**Run 1: signal wires on met1**

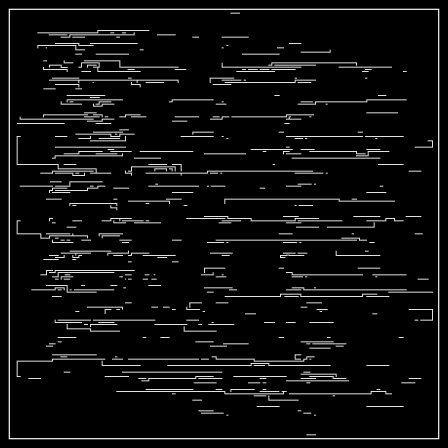
**Run 1: metal 2**

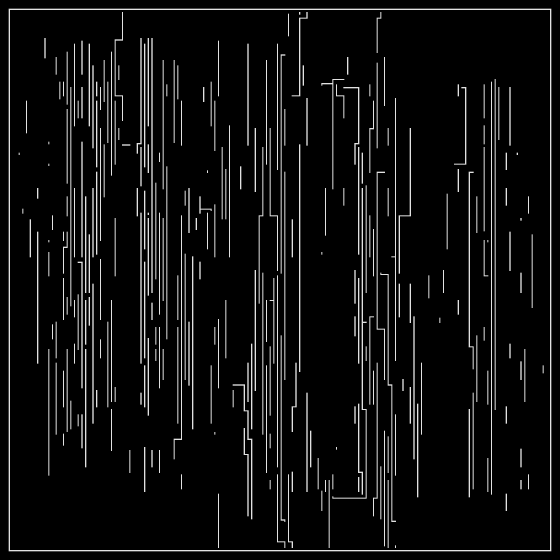
**Run 1: signal wires on met3**

Scale bar: 20 um.
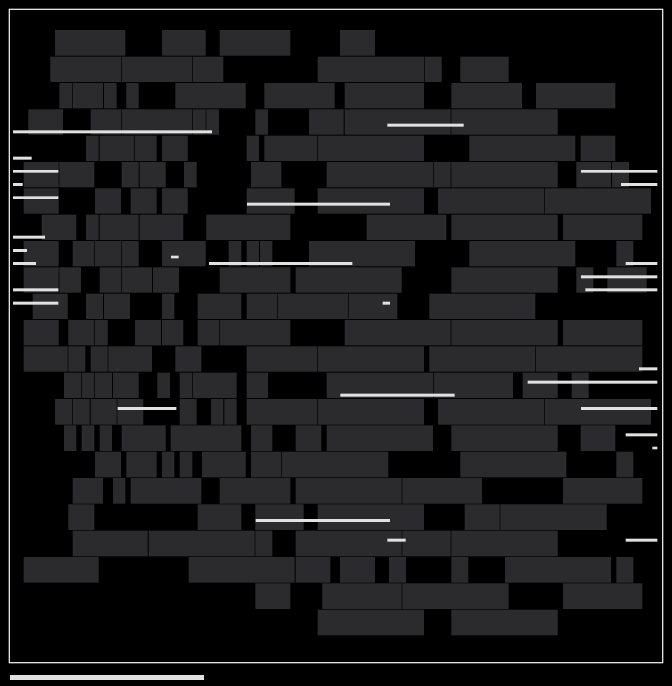
===== config.mk =====
export PLATFORM = sky130hd
export DESIGN_NAME = axis_skid_fifo
export DESIGN_NICKNAME = d
export VERILOG_FILES = /design/src/rtl/axis_skid_fifo.sv
export SDC_FILE = /design/constraint.sdc
export NUM_CORES = 1
export LEC_CHECK = 0
export CORE_UTILIZATION = 50
export CTS_CLUSTER_SIZE = 14
export DETAILED_ROUTE_END_ITERATION = 10
export PLACE_DENSITY = 0.78
export RECOVER_POWER = 25
export SYNTH_ARGS = -nofsm -noshare
export SYNTH_HDL_FRONTEND = slang
export SYNTH_SLANG_ARGS = --single-unit

===== constraint.sdc =====
create_clock -name aclk -period 1.9 [get_ports aclk]
set_clock_uncertainty 0.1 [all_clocks]
set_input_delay 0.38 -clock aclk [delete_from_list [all_inputs] [get_ports aclk]]
set_output_delay 0.38 -clock aclk [all_outputs]
set_load 0.005 [all_outputs]

===== src/rtl/axis_skid_fifo.sv =====
// -----------------------------------------------------------------------------
// axis_skid_fifo
//
// AXI4-Stream FIFO with first-word fall-through.
// DEPTH entries of {tdata, tuser, tlast} sit in a circular buffer. The head
// entry drives m_tdata/m_tuser/m_tlast directly. m_tvalid, s_tready, level and
// s_afull are all registered.
//
// Parameters:
//   DATA_WIDTH   tdata width (>=1)
//   USER_WIDTH   tuser width (>=1)
//   DEPTH        storage entries, power of two, >=2
//   AFULL_LEVEL  occupancy at or above which s_afull asserts (1..DEPTH)
//
// Ports:
//   aclk, areset    clock; synchronous active-high reset
//   aclken          clock enable, low freezes all state (reset still applies)
//   s_t*            slave side: tdata, tuser, tlast, tvalid in; tready out
//   m_t*            master side: tdata, tuser, tlast, tvalid out; tready in
//   level           number of stored entries
//   s_afull         level >= AFULL_LEVEL
//   pkt_count       stored beats with tlast=1; present only when the macro
//                   AXIS_SKID_FIFO_PKTCNT_EN is defined
// -----------------------------------------------------------------------------
module axis_skid_fifo #(
  parameter int DATA_WIDTH  = 8,
  parameter int USER_WIDTH  = 1,
  parameter int DEPTH       = 4,
  parameter int AFULL_LEVEL = DEPTH - 1
) (
  input  logic                         aclk,
  input  logic                         areset,
  input  logic                         aclken,
  input  logic [DATA_WIDTH-1:0]        s_tdata,
  input  logic [USER_WIDTH-1:0]        s_tuser,
  input  logic                         s_tlast,
  input  logic                         s_tvalid,
  output logic                         s_tready,
  output logic [DATA_WIDTH-1:0]        m_tdata,
  output logic [USER_WIDTH-1:0]        m_tuser,
  output logic                         m_tlast,
  output logic                         m_tvalid,
  input  logic                         m_tready,
  output logic [$clog2(DEPTH+1)-1:0]   level,
  output logic                         s_afull
`ifdef AXIS_SKID_FIFO_PKTCNT_EN
  ,
  output logic [$clog2(DEPTH+1)-1:0]   pkt_count
`endif
);

  localparam int PTR_W   = $clog2(DEPTH);
  localparam int LVL_W   = $clog2(DEPTH + 1);
  localparam int ENTRY_W = DATA_WIDTH + USER_WIDTH + 1;

  localparam logic [LVL_W-1:0] FULL_LEVEL = LVL_W'(DEPTH);
  localparam logic [LVL_W-1:0] AFULL_THR  = LVL_W'(AFULL_LEVEL);
  localparam logic [LVL_W-1:0] LVL_ONE    = LVL_W'(1);
  localparam logic [PTR_W-1:0] PTR_ONE    = PTR_W'(1);

  // ST_HOLD keeps s_tready low for one qualified edge after reset release
  typedef enum logic {
    ST_HOLD,
    ST_RUN
  } state_t;

  state_t state;
  state_t state_next;

  logic [ENTRY_W-1:0] mem [DEPTH];
  logic [PTR_W-1:0]   wr_ptr;
  logic [PTR_W-1:0]   rd_ptr;

  logic               push;
  logic               pop;
  logic [LVL_W-1:0]   level_next;
  logic               s_tready_next;
  logic               m_tvalid_next;
  logic               s_afull_next;

  always_comb begin
    push = aclken & s_tvalid & s_tready;
    pop  = aclken & m_tvalid & m_tready;
  end

  // Next-state and registered-output computation
  always_comb begin
    state_next    = state;
    level_next    = level;
    s_tready_next = 1'b0;

    if (push && !pop) begin
      level_next = level + LVL_ONE;
    end else if (pop && !push) begin
      level_next = level - LVL_ONE;
    end

    m_tvalid_next = (level_next != '0);
    s_afull_next  = (level_next >= AFULL_THR);

    case (state)
      ST_HOLD: begin
        state_next    = ST_RUN;
        s_tready_next = 1'b0;
      end
      ST_RUN: begin
        // based on next level, so a pop while full cannot admit a push
        // in the same cycle; ready returns on the following cycle
        s_tready_next = (level_next != FULL_LEVEL);
      end
      default: begin
        state_next    = ST_HOLD;
        s_tready_next = 1'b0;
      end
    endcase
  end

  always_ff @(posedge aclk) begin
    if (areset) begin
      state    <= ST_HOLD;
      wr_ptr   <= '0;
      rd_ptr   <= '0;
      level    <= '0;
      m_tvalid <= 1'b0;
      s_tready <= 1'b0;
      s_afull  <= 1'b0;
    end else if (aclken) begin
      state    <= state_next;
      level    <= level_next;
      m_tvalid <= m_tvalid_next;
      s_tready <= s_tready_next;
      s_afull  <= s_afull_next;
      if (push) begin
        wr_ptr <= wr_ptr + PTR_ONE;
      end
      if (pop) begin
        rd_ptr <= rd_ptr + PTR_ONE;
      end
    end
  end

  // Storage is intentionally not reset
  always_ff @(posedge aclk) begin
    if (!areset && push) begin
      mem[wr_ptr] <= {s_tdata, s_tuser, s_tlast};
    end
  end

  always_comb begin
    {m_tdata, m_tuser, m_tlast} = mem[rd_ptr];
  end

`ifdef AXIS_SKID_FIFO_PKTCNT_EN
  logic             pkt_in;
  logic             pkt_out;
  logic [LVL_W-1:0] pkt_next;

  always_comb begin
    pkt_in   = push & s_tlast;
    pkt_out  = pop & m_tlast;
    pkt_next = pkt_count;
    if (pkt_in && !pkt_out) begin
      pkt_next = pkt_count + LVL_ONE;
    end else if (pkt_out && !pkt_in) begin
      pkt_next = pkt_count - LVL_ONE;
    end
  end

  always_ff @(posedge aclk) begin
    if (areset) begin
      pkt_count <= '0;
    end else if (aclken) begin
      pkt_count <= pkt_next;
    end
  end
`endif

endmodule

==> flow_metrics.env, run 1 <==
# yosys + openroad results
export IMPL_clockRootBuffer="clkbuf_8"
export IMPL_p_sw_mw=0.480
export IMPL_area_growth_pct=29.7
export IMPL_mux_area_frac=0.106
export IMPL_seqPwrFrac=0.603
export IMPL_synthCells=135
export IMPL_grt_usage=0.197
export IMPL_synth_nets=156
export IMPL_post_drt_wl_per_cell_um=16.2
export IMPL_flop_count=53
export IMPL_utilization=0.682
export IMPL_grt_busiest_layer="met2"
export IMPL_clock_net_power_mw=0.597
export IMPL_ys_ff=53
export IMPL_clock_latency_ns=0.30
export IMPL_ff_type="edfxtp_1"
export IMPL_totalPowerFinal_mw=2.14
export IMPL_chip_area_um2=4530
export IMPL_final_nonclk_buf_share=0.180
export IMPL_ys_sh_xor=0.0164
export IMPL_io_pins=31
export IMPL_min_from="state"
export IMPL_final_cell_mix="edfxtp_1, buf_4, clkdlybuf4s50_1, nor2_1"
export IMPL_ys_top_logic_family="multiplexers"
export IMPL_ys_types=30
export IMPL_row_count=23
export IMPL_whs_path_depth=2
export IMPL_rr_startpoint="level[0]"
export IMPL_logic_gates=72
export IMPL_hold_viol_final=0
export IMPL_logic_area_um2=642
export IMPL_slew_limit_headroom=0.819
export IMPL_top_area_frac=0.563
export IMPL_cpMaxStageDelayCell="mux4_2"
export IMPL_coreArea_um2=4060
export IMPL_synth_async_reset_ratio=0
export IMPL_cts_setup_buffers=2
export IMPL_yosys_area_um2=2130
export IMPL_final_common_cell="edfxtp_1"
export IMPL_grt_overflow_total=0
export IMPL_status="finished with violations"
export IMPL_highest_layer="met4"
export IMPL_crit_path_end="m_tdata[1]"
export IMPL_r2r_setup_slack_ns=0.05
export IMPL_slowest_delay_ns=0.50
export IMPL_grt_pass1_vias=1335
export IMPL_signal_buffers=51
export IMPL_dp_cells=229
export IMPL_p_seq_mw=1.29
export IMPL_synth_edff_count=40
export IMPL_antennaDiodeCount=0
export IMPL_worstMarginPinSlew_ns=0.269
export IMPL_cp_end_kind="output port"
export IMPL_drive_above_1_share=0.314
export IMPL_intPower_mw=1.66
export IMPL_drc_errors=0
export IMPL_final_clk_cell_share=0.0299
export IMPL_required_ns=1.42
export IMPL_crit_arrival_ns=1.45
export IMPL_stdcell_count=238
export IMPL_setup_slack_ns=-0.0294
export IMPL_avgSynthCellArea_um2=15.8
export IMPL_nets=208
export IMPL_min_path_type="reg2reg"
export IMPL_ys_cells=135
export IMPL_hold_buffers=0
export IMPL_synth_adder_area_share=0.0352
export IMPL_simple_gate_area_frac=0.0862
export IMPL_cp_cell_sequence="buf_8, mux4_2, buf_2"
export IMPL_seq_share=0.531
export IMPL_gp_congestion=0.783
export IMPL_swShare=0.224
export IMPL_path_buffers=2
export IMPL_setup_viol=5
export IMPL_yosys_area_top_type="edfxtp_1"
export IMPL_vdd_drop_max_uv=526
export IMPL_comb_share=0.232
export IMPL_power_top_group="sequential cells"
export IMPL_area_leaders="edfxtp_1, dfxtp_1, mux4_2"
export IMPL_wl_met2_um=2090
export IMPL_crit_family="multiplexers"
export IMPL_min_to="s_tready"
export IMPL_violations="setup timing"
export IMPL_dpl_cell_area_um2=2680
export IMPL_p_leak_nw=0.958
export IMPL_fin_crit_sh=1.02
export IMPL_cts_buffers=5
export IMPL_min_period_ns=1.93
Back to the opening pictures, 'signal wires on met1':
The layer carries 1,520 um of wire. The longest straight run is 22.1 um. The wires run mostly horizontal.
met1 GRT Util: 0.221
Total Wirelength: 3850 um

Back to the opening pictures, 'metal 2':
The longest straight run is 51.3 um. The wires run mostly vertical.
via count: 1,266
GRT met2 Usage: 0.351

Back to the opening pictures, 'signal wires on met3':
The layer holds 4.5% of the routed length. The wires run mostly horizontal. 24 nets have wire on it. The layer carries 173 um of wire.
met3 usage: 0.0541

## run 1: Yosys cell counts (all sizes together), types with 3 or more instances
| library cell | instances |
|---|---|
| a211oi | 3 |
| a311oi | 3 |
| and2 | 4 |
| and3 | 3 |
| buf | 5 |
| dfxtp | 13 |
| edfxtp | 40 |
| ha | 6 |
| inv | 4 |
| mux4 | 10 |
| nand2 | 10 |
| nand3 | 3 |
| nor2 | 12 |
| o21ai | 3 |
| xnor2 | 3 |
## run 1: sequential cells by signal, summed over array words and instances, names as in the netlist, named ones only
| name | flops |
|---|---|
| state | 1 |
| s_tready | 1 |
| mem | 40 |
| level | 3 |
| rd_ptr | 2 |
| m_tvalid | 1 |
| s_afull | 1 |
| wr_ptr | 2 |
**Run 1: register map, names as in the netlist**

Scale bar: 20 um. Other sequential cells in the stronger gray, the rest of the logic in the fainter gray.
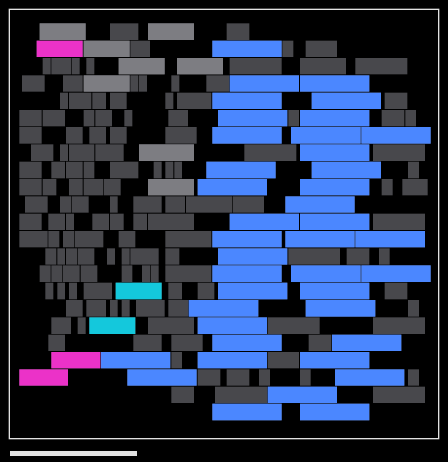

--- run 2 (diff from run 1) ---
Clock period 1.9 ns to 2.1 ns, I/O delays scaled along.
**Run 2: register map, names as in the netlist**

Scale bar: 20 um. Other sequential cells in the stronger gray, the rest of the logic in the fainter gray.
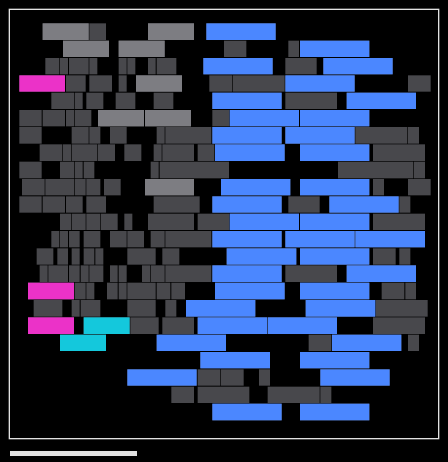
Cyan marks wr_ptr, flops 2. Magenta marks level, flops 3. Blue marks mem, flops 40.
Another 8 sequential cells are not colored.
Flop area: 1460 um2
Finished Core Util: 0.673
Seq power: 1.17 mW
fraction of area in registers: 0.536

==> run 2 against run 1 <==
The run now ends clean. Total power is 5.6% lower. Synthesized area stayed put. Synthesized cell count stayed put. Die size stayed put. Cell count is 1.7% lower.
==> flow_metrics.env, run 2 <==
# yosys + openroad results
export IMPL_highest_layer="met4"
export IMPL_hold_viol_final=0
export IMPL_coreArea_um2=4060
export IMPL_grt_overflow_total=0
export IMPL_fin_crit_sh=0.974
export IMPL_final_area_um2=2730
export IMPL_min_path_type="reg2reg"
export IMPL_avgSynthCellArea_um2=15.8
export IMPL_status="completed"
export IMPL_synthCells=135
export IMPL_area_growth_pct=28.0
export IMPL_min_period_ns=2.05
export IMPL_grt_use_met1=0.196
export IMPL_stdcell_count=234
export IMPL_crit_arrival_ns=1.53
export IMPL_yosys_area_top_type="edfxtp_1"
export IMPL_path_buffers=2
export IMPL_setup_viol=0
export IMPL_dpl_cell_area_um2=2640
export IMPL_wl_met2_um=2050
export IMPL_simple_gate_area_frac=0.0862
export IMPL_drive_above_1_share=0.261
export IMPL_final_common_cell="edfxtp_1"
export IMPL_top_register="mem"
export IMPL_clockRootBuffer="clkbuf_8"
export IMPL_synth_async_reset_ratio=0
export IMPL_min_to="s_tready"
export IMPL_synth_nets=156
export IMPL_rr_startpoint="level[0]"
export IMPL_final_cell_mix="edfxtp_1, nor2_1, dfxtp_1, clkdlybuf4s50_1, buf_4"
export IMPL_cp_end_kind="output port"
export IMPL_setup_slack_ns=0.0540
export IMPL_cpMaxStageDelayCell="mux4_2"
export IMPL_area_leaders="edfxtp_1, dfxtp_1, mux4_2"
export IMPL_drc_errors=0
export IMPL_cts_setup_buffers=1
export IMPL_top_cell="edfxtp_1"
export IMPL_ys_sh_xor=0.0164
export IMPL_dp_cells=225
export IMPL_antennaDiodeCount=0
export IMPL_route_layer_met1_wl_um=1420
export IMPL_worstMarginPinSlew_ns=0.274
export IMPL_yosys_area_um2=2130
export IMPL_synthTopCellsByCount="edfxtp_1, dfxtp_1, nor2_1"
export IMPL_synth_edff_count=40
export IMPL_nets=205
export IMPL_p_leak_nw=0.952
export IMPL_ys_cells=135
export IMPL_grt_usage=0.187
export IMPL_mux_area_frac=0.106
export IMPL_clock_latency_ns=0.29
export IMPL_top_area_frac=0.563
export IMPL_min_from="state"
export IMPL_crit_family="multiplexers"
export IMPL_ff_type="edfxtp_1"
export IMPL_io_pins=31
export IMPL_vdd_drop_max_uv=492
export IMPL_wirelength_um=3700
export IMPL_largest_register_ffs=40
export IMPL_cp_cell_sequence="bufbuf_16, mux4_2, buf_2"
export IMPL_reg_largest_list="mem: 40 flops, level: 3 flops"
export IMPL_slew_limit_headroom=0.817
export IMPL_chip_area_um2=4530
export IMPL_grt_pass1_vias=1304
export IMPL_ys_top_logic_family="multiplexers"
export IMPL_ys_ff=53
export IMPL_totalPowerFinal_mw=2.02
export IMPL_hold_buffers=0
export IMPL_row_count=23
export IMPL_r2r_setup_slack_ns=0.17
export IMPL_vias=1270
export IMPL_slowest_delay_ns=0.49
export IMPL_vias_per_cell=5.43
export IMPL_whs_path_depth=2
**Run 2: routing congestion**

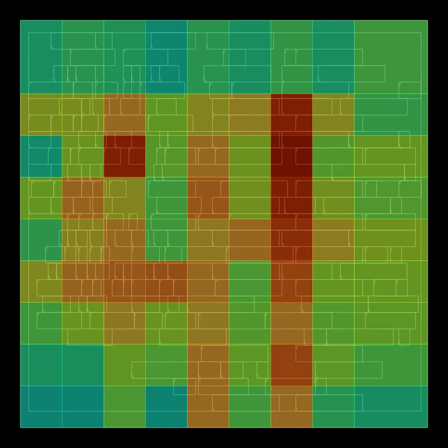
met3 usage: 0.0372
GR peak layer: met2
GRT met2 Usage: 0.348
wire per inst: 15.8 um

## run 2: cell counts after synthesis
No cell type changed its count.
## run 2: power breakdown
part | internal (mW) | switching (mW)
registers | 1.14 | 0.0222
logic | 0.118 | 0.0941
clock network | 0.346 | 0.295
total | 1.61 | 0.412
## run 2: how the worst max path moves through the flow
stage                         from          to  cells past startpoint
after global routing      register  m_tdata[1]                      3
after global placement      aclken    m_tvalid                      7
after CTS                 register  m_tdata[1]                      3
after floorplan           m_tready    s_tready                      6
final                     register  m_tdata[1]                      3
after detailed placement    aclken    s_tready                      6
## run 2: cell type report
class | count | area, um2
multi-input combinational | 72 | 614
clock inverter | 2 | 35.0
sequential | 53 | 1460
timing repair buffer | 48 | 473
clock buffer | 5 | 68.8
tap | 50 | 62.6
inverter | 4 | 15.0
fill | 277 | 1330
--- run 3 (diff from run 2) ---
Settings changed: ABC_CLOCK_PERIOD_IN_PS set to 2100.
**Run 3: register map, names as in the netlist**

Scale bar: 20 um. Other sequential cells in the stronger gray, the rest of the logic in the fainter gray.
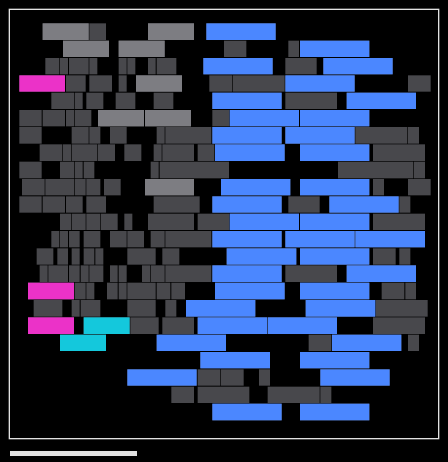
Cyan marks wr_ptr, flops 2. Blue marks mem, flops 40. Magenta marks level, flops 3.
Another 8 sequential cells are not colored.

==> run 3 against run 2 <==
Register-to-register slack is essentially flat. Core utilization is the same. Largest cell class unchanged. Sequential share of layout area stayed put. Global-route usage unchanged. Critical path type unchanged. Critical path depth is the same. Highest routed layer unchanged. Worst setup slack unchanged. Synthesized area unchanged. Sequential cell count did not move.
==> flow_metrics.env, run 3 <==
# yosys + openroad results
export IMPL_status="completed"
export IMPL_synth_edff_count=40
export IMPL_coreArea_um2=4060
export IMPL_crit_arrival_ns=1.53
export IMPL_clock_net_power_mw=0.642
export IMPL_synthTopCellsByCount="edfxtp_1, dfxtp_1, nor2_1"
export IMPL_p_leak_nw=0.952
export IMPL_worstMarginPinSlew_ns=0.274
export IMPL_setup_viol=0
export IMPL_grt_overflow_total=0
export IMPL_antennaDiodeCount=0
export IMPL_area_growth_pct=28.0
export IMPL_grt_busiest_layer="met2"
export IMPL_final_cell_mix="edfxtp_1, nor2_1, dfxtp_1, clkdlybuf4s50_1, buf_4"
export IMPL_ys_ff=53
export IMPL_highest_layer="met4"
export IMPL_min_to="s_tready"
export IMPL_top_cell="edfxtp_1"
export IMPL_reg_largest_list="mem: 40 flops, level: 3 flops"
export IMPL_top_area_frac=0.563
export IMPL_seqPwrFrac=0.577
export IMPL_top_register="mem"
export IMPL_p_comb_mw=0.212
export IMPL_hold_buffers=0
export IMPL_clock_latency_ns=0.29
export IMPL_io_pins=31
export IMPL_rr_startpoint="level[0]"
export IMPL_cts_setup_buffers=1
export IMPL_p_seq_mw=1.17
export IMPL_setup_slack_ns=0.0540
export IMPL_synth_nets=156
export IMPL_p_comb_frac=0.105
export IMPL_clockRootBuffer="clkbuf_8"
export IMPL_synth_async_reset_ratio=0
export IMPL_area_leaders="edfxtp_1, dfxtp_1, mux4_2"
export IMPL_vdd_drop_max_uv=492
export IMPL_swShare=0.204
export IMPL_chip_area_um2=4530
export IMPL_final_common_cell="edfxtp_1"
export IMPL_min_path_type="reg2reg"
export IMPL_synthCells=135
export IMPL_nets=205
export IMPL_hold_viol_final=0
export IMPL_intPower_mw=1.61
export IMPL_grt_util_met2=0.348
export IMPL_yosys_area_um2=2130
export IMPL_power_clock_fraction=0.318
**Run 3: signal wires on met1**

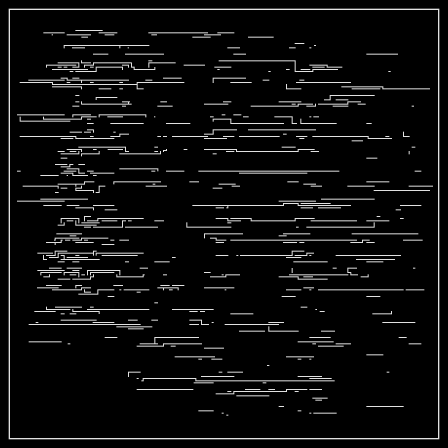
The layer holds 38% of the routed length. The layer carries 1,420 um of wire. 175 nets have wire on it. The longest straight run is 22.1 um.
met1 GRT Util: 0.196
via count: 1,270
Total Wirelength: 3700 um

==> run 3: cell type report <==
type	instances	area [um2]
Multi-Input combinational cell	72	614
Sequential cell	53	1460
Clock inverter	2	35.0
Timing Repair Buffer	48	473
Fill cell	277	1330
Tap cell	50	62.6
Clock buffer	5	68.8
Inverter	4	15.0
==> run 3: kinds of logic (layout without fill, tap and decap cells) <==
logic type      Yosys count  after routing  synth area share
compound gates           14             14            0.0446
xor+xnor                  4              4            0.0164
fa+ha+maj                 6              6            0.0352
buf+inv                  10             59            0.0270
flops                    53             53             0.685
mux                      10             10             0.106
simple gates             38             38            0.0862
==> run 3: worst max-delay path, cell delays in order, from the launching register on <==
cell and delay (ns):
dfxtp_2 0.34, bufbuf_16 0.26, mux4_2 0.49, buf_2 0.14
No activity file was given, so power comes from the tool's default toggle rates.
